**src/rtl/video_pattern_src.sv**
```systemverilog
// Avalon-ST Video test-pattern source: one control packet followed by one
// video packet per frame, one 24-bit {B,G,R} pixel per beat, ready latency 0.
module video_pattern_src #(
    parameter int H_ACTIVE   = 800,
    parameter int V_ACTIVE   = 480,
    parameter int CHECK_LOG2 = 5
) (
    input  logic        clk_in,
    input  logic        reset_n,
    input  logic [1:0]  pattern_sel,
    output logic [23:0] dout_data,
    output logic        dout_valid,
    input  logic        dout_ready,
    output logic        dout_sop,
    output logic        dout_eop,
    output logic [7:0]  frame_count
);

    typedef enum logic [2:0] {
        CTRL_HDR,
        CTRL_D0,
        CTRL_D1,
        CTRL_D2,
        VID_HDR,
        VID_PIX
    } state_t;

    localparam logic [15:0] WIDTH  = 16'(H_ACTIVE);
    localparam logic [15:0] HEIGHT = 16'(V_ACTIVE);
    localparam logic [15:0] X_LAST = 16'(H_ACTIVE - 1);
    localparam logic [15:0] Y_LAST = 16'(V_ACTIVE - 1);
    localparam logic [15:0] BW_LAST = 16'((H_ACTIVE >> 3) - 1);

    // Control packet payload: one nibble per symbol, symbol 0 in [7:0].
    localparam logic [23:0] CTRL_HDR_WORD = 24'h00000F;
    localparam logic [23:0] CTRL_D0_WORD  = {4'h0, WIDTH[7:4],  4'h0, WIDTH[11:8],   4'h0, WIDTH[15:12]};
    localparam logic [23:0] CTRL_D1_WORD  = {4'h0, HEIGHT[11:8], 4'h0, HEIGHT[15:12], 4'h0, WIDTH[3:0]};
    localparam logic [23:0] CTRL_D2_WORD  = {4'h0, 4'h3,        4'h0, HEIGHT[3:0],   4'h0, HEIGHT[7:4]};

    state_t      state_q, state_d;
    logic [15:0] x_q, x_d, y_q, y_d;
    logic [2:0]  bar_q, bar_d;
    logic [15:0] bw_cnt_q, bw_cnt_d;
    logic [1:0]  pat_q, pat_d;
    logic [7:0]  fc_lat_q, fc_lat_d;
    logic [7:0]  frame_cnt_q, frame_cnt_d;
    logic [23:0] data_q, data_d;
    logic        sop_q, sop_d;
    logic        eop_q, eop_d;
    logic        valid_q, valid_d;
    logic        xfer;
    logic        frame_end;

    // Bar colours follow from the bar index bits: R = !b1, G = !b2, B = !b0.
    function automatic logic [23:0] pixel(input logic [1:0] pat, input logic [15:0] x,
                                          input logic [15:0] y, input logic [2:0] bar,
                                          input logic [7:0] fc);
        logic [23:0] px;
        case (pat)
            2'd0:    px = {{8{~bar[0]}}, {8{~bar[2]}}, {8{~bar[1]}}};
            2'd1:    px = (x[CHECK_LOG2] ^ y[CHECK_LOG2]) ? 24'hFFFFFF : 24'h000000;
            2'd2:    px = {x[7:0], x[7:0], x[7:0]};
            default: px = {fc, 8'h00, 8'hFF};
        endcase
        return px;
    endfunction

    assign xfer = valid_q && dout_ready;

    always_comb begin
        // NOTE: every variable gets a default first so no path leaves it
        // unassigned, which would otherwise infer a latch.
        state_d     = state_q;
        x_d         = x_q;
        y_d         = y_q;
        bar_d       = bar_q;
        bw_cnt_d    = bw_cnt_q;
        pat_d       = pat_q;
        fc_lat_d    = fc_lat_q;
        frame_cnt_d = frame_cnt_q;
        data_d      = data_q;
        sop_d       = sop_q;
        eop_d       = eop_q;
        valid_d     = valid_q;
        frame_end   = 1'b0;

        if (!valid_q) begin
            // First cycle out of reset: present the control header.
            valid_d = 1'b1;
            data_d  = CTRL_HDR_WORD;
            sop_d   = 1'b1;
            eop_d   = 1'b0;
        end else if (xfer) begin
            sop_d = 1'b0;
            eop_d = 1'b0;
            case (state_q)
                CTRL_HDR: begin
                    pat_d    = pattern_sel;
                    fc_lat_d = frame_cnt_q;
                    state_d  = CTRL_D0;
                    data_d   = CTRL_D0_WORD;
                end
                CTRL_D0: begin
                    state_d = CTRL_D1;
                    data_d  = CTRL_D1_WORD;
                end
                CTRL_D1: begin
                    state_d = CTRL_D2;
                    data_d  = CTRL_D2_WORD;
                    eop_d   = 1'b1;
                end
                CTRL_D2: begin
                    state_d = VID_HDR;
                    data_d  = 24'h000000;
                    sop_d   = 1'b1;
                end
                VID_HDR: begin
                    state_d  = VID_PIX;
                    x_d      = '0;
                    y_d      = '0;
                    bar_d    = '0;
                    bw_cnt_d = '0;
                end
                default: begin
                    if (x_q == X_LAST) begin
                        x_d      = '0;
                        bar_d    = '0;
                        bw_cnt_d = '0;
                        if (y_q == Y_LAST) begin
                            y_d         = '0;
                            frame_end   = 1'b1;
                            frame_cnt_d = frame_cnt_q + 8'd1;
                            state_d     = CTRL_HDR;
                            data_d      = CTRL_HDR_WORD;
                            sop_d       = 1'b1;
                        end else begin
                            y_d = y_q + 16'd1;
                        end
                    end else begin
                        x_d = x_q + 16'd1;
                        // Width counter steps bars; the last bar absorbs the remainder.
                        if (bar_q != 3'd7) begin
                            if (bw_cnt_q == BW_LAST) begin
                                bar_d    = bar_q + 3'd1;
                                bw_cnt_d = '0;
                            end else begin
                                bw_cnt_d = bw_cnt_q + 16'd1;
                            end
                        end
                    end
                end
            endcase

            if (state_d == VID_PIX && !frame_end) begin
                data_d = pixel(pat_q, x_d, y_d, bar_d, fc_lat_q);
                eop_d  = (x_d == X_LAST) && (y_d == Y_LAST);
            end
        end
    end

    // NOTE: sequential state uses non-blocking assignments so every register
    // samples the pre-edge values, independent of statement order.
    always_ff @(posedge clk_in) begin
        if (!reset_n) begin
            state_q     <= CTRL_HDR;
            x_q         <= '0;
            y_q         <= '0;
            bar_q       <= '0;
            bw_cnt_q    <= '0;
            pat_q       <= '0;
            fc_lat_q    <= '0;
            frame_cnt_q <= '0;
            data_q      <= '0;
            sop_q       <= 1'b0;
            eop_q       <= 1'b0;
            valid_q     <= 1'b0;
        end else begin
            state_q     <= state_d;
            x_q         <= x_d;
            y_q         <= y_d;
            bar_q       <= bar_d;
            bw_cnt_q    <= bw_cnt_d;
            pat_q       <= pat_d;
            fc_lat_q    <= fc_lat_d;
            frame_cnt_q <= frame_cnt_d;
            data_q      <= data_d;
            sop_q       <= sop_d;
            eop_q       <= eop_d;
            valid_q     <= valid_d;
        end
    end

    assign dout_data   = data_q;
    assign dout_valid  = valid_q;
    assign dout_sop    = sop_q;
    assign dout_eop    = eop_q;
    assign frame_count = frame_cnt_q;

endmodule

```
**config.mk**
```make
export PLATFORM = sky130hd
export DESIGN_NAME = video_pattern_src
export DESIGN_NICKNAME = d
export VERILOG_FILES = /design/src/rtl/video_pattern_src.sv
export SDC_FILE = /design/constraint.sdc
export NUM_CORES = 1
export LEC_CHECK = 0
export ABC_AREA = 1
export CORE_MARGIN = 2
export CORE_UTILIZATION = 30
export DETAILED_ROUTE_END_ITERATION = 8
export HOLD_SLACK_MARGIN = 0.02
export PLACE_DENSITY = 0.49
export SYNTH_ARGS = -nofsm -noshare
export SYNTH_HDL_FRONTEND = slang
export SYNTH_SLANG_ARGS = --single-unit
```
**constraint.sdc**
```tcl
create_clock -name clk_in -period 4 [get_ports clk_in]
set_input_delay 0.8 -clock clk_in [delete_from_list [all_inputs] [get_ports clk_in]]
set_output_delay 0.8 -clock clk_in [all_outputs]
set_load 0.03 [all_outputs]
```
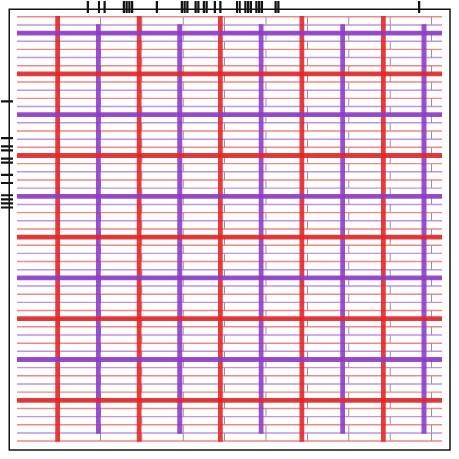
(images/pdn.png)
Drawn at 3 px/um. Pins as bars on the die edge. Tap cells in gray.
Key: VSS = red; VDD = purple
10 straps on met4. 40 signal pins sit on the boundary. 53 met1 rails follow the rows. The core has 52 rows.

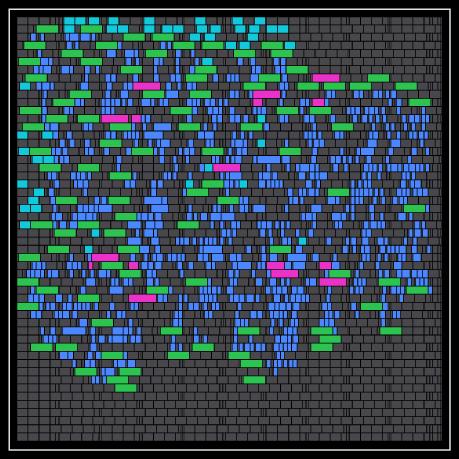
(images/cell_classes.png)
Drawn at 3 px/um. Fill, decap, tap and diode cells in gray.
Key: all other logic = blue [cells 812, share of their area 59%]; clock drivers and dummy loads = magenta [cells 16, share of their area 4.4%]; flip-flops = green [cells 99, share of their area 30%]; other buffers and delay cells = cyan [cells 47, share of their area 6.8%]

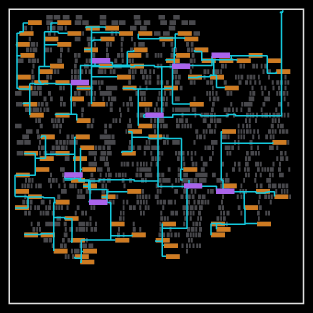
(images/clock_map.png)
Drawn at 2 px/um.
Key: cells driving clock nets = purple [count 9]; flip-flops = orange [count 99]; clock wires = cyan [length 1500 um]
Position of the flops: spread over the die. There are 10 routed clock nets.
Insertion Delay late pin: 0.37 ns
clock-net power: 0.000888 W

## sequential cells by signal, summed over array words and instances (netlist names)
name / cells
x_q: 16
state_q: 3
dout_valid: 1
bw_cnt_q: 16
dout_data: 24
dout_sop: 1
bar_q: 3
fc_lat_q: 8
frame_count: 8
pat_q: 2
y_q: 16
dout_eop: 1
## routing by layer
layer / track usage (%) / vias up
met5: 0 / -
met4: 3.59 / 0
met3: 3.00 / 17
met2: 28.9 / 112
met1: 23.5 / 2806
li1: - / 3171
## metrics by stage
step	cell area [sq um]	setup slack [ns]	hold slack [ns]
after floorplan	6080	1.99	0.430
after global placement	6670	0.942	0.451
after detailed placement	6670	0.895	0.450
after CTS	6970	1.13	0.461
after global routing	6970	0.911	0.485
final	6970	1.13	0.465
==> flow_summary.ini <==
; generated from flow reports
[place]
port_buffers = 39
finalWeightedCongestion = 0.870

[routing]
via_per_inst = 4.91
wl_met3_um = 592
drt_pass1_iterations = 4
dr.first_iter.drc_count = 428
routedWlPerCell_um = 14.5

[final_timing]
fmax_mhz = 348
fin_crit_sh_pct = 71.8
report.final.slew_viol_count = 0
setup_violations = 0

[layout]
antenna_cells = 0
clock_area_share_pct = 4.22
comb_area_sq_mm = 0.00352
comb.multi_input.count = 713
buf_share_pct = 6.47
drive_above_1_share_pct = 8.32
inverters = 99
nClkBuffers = 10
lay_top_cells = nand2_1 (264), dfxtp_1 (99), nand3_1 (96)
seq_area_sq_mm = 0.00198

[pwr]
top_power_group = registers
powerDensity_mw_per_mm2 = 301
pwr-share-comb_pct = 9.0

[floorplanning]
die_w_um = 146

[logic_synthesis]
yosysTopAreaCellShare_pct = 32.6
synthAoiAreaFrac_pct = 18.0
xor_share_pct = 0.288
flop_cell = dfxtp_1
ys_sh_adder_pct = 1.23
synth-cells-yosys = 948
synth_sequential_area_ratio_pct = 32.6
top_logic_kind = simple AND/OR/NAND/NOR gates
synth_chip_area_sq_mm = 0.00608
top_cells_by_count = nand2_1 (264), dfxtp_1 (99), nand3_1 (96), inv_1 (88)
ys_warn_count = 0
synth-edff-count = 0

[critical_path]
crit_arrival_ns = 3.16
critPathLaunchType = register
cp_top_family = simple AND/OR/NAND/NOR gates
timing.rr.end = dout_data[13]
reg2reg_slack_ns = 1.13

[cts]
cts_buffers = 9
cts-root-buf = clkbuf_16
htreeDepth = 3

[min_path]
hp-class = reg -> reg

[global_route]
gr-total-overflow = 0

[status]
status = finished, final reports clean
No activity file was given, so power comes from the tool's default toggle rates.
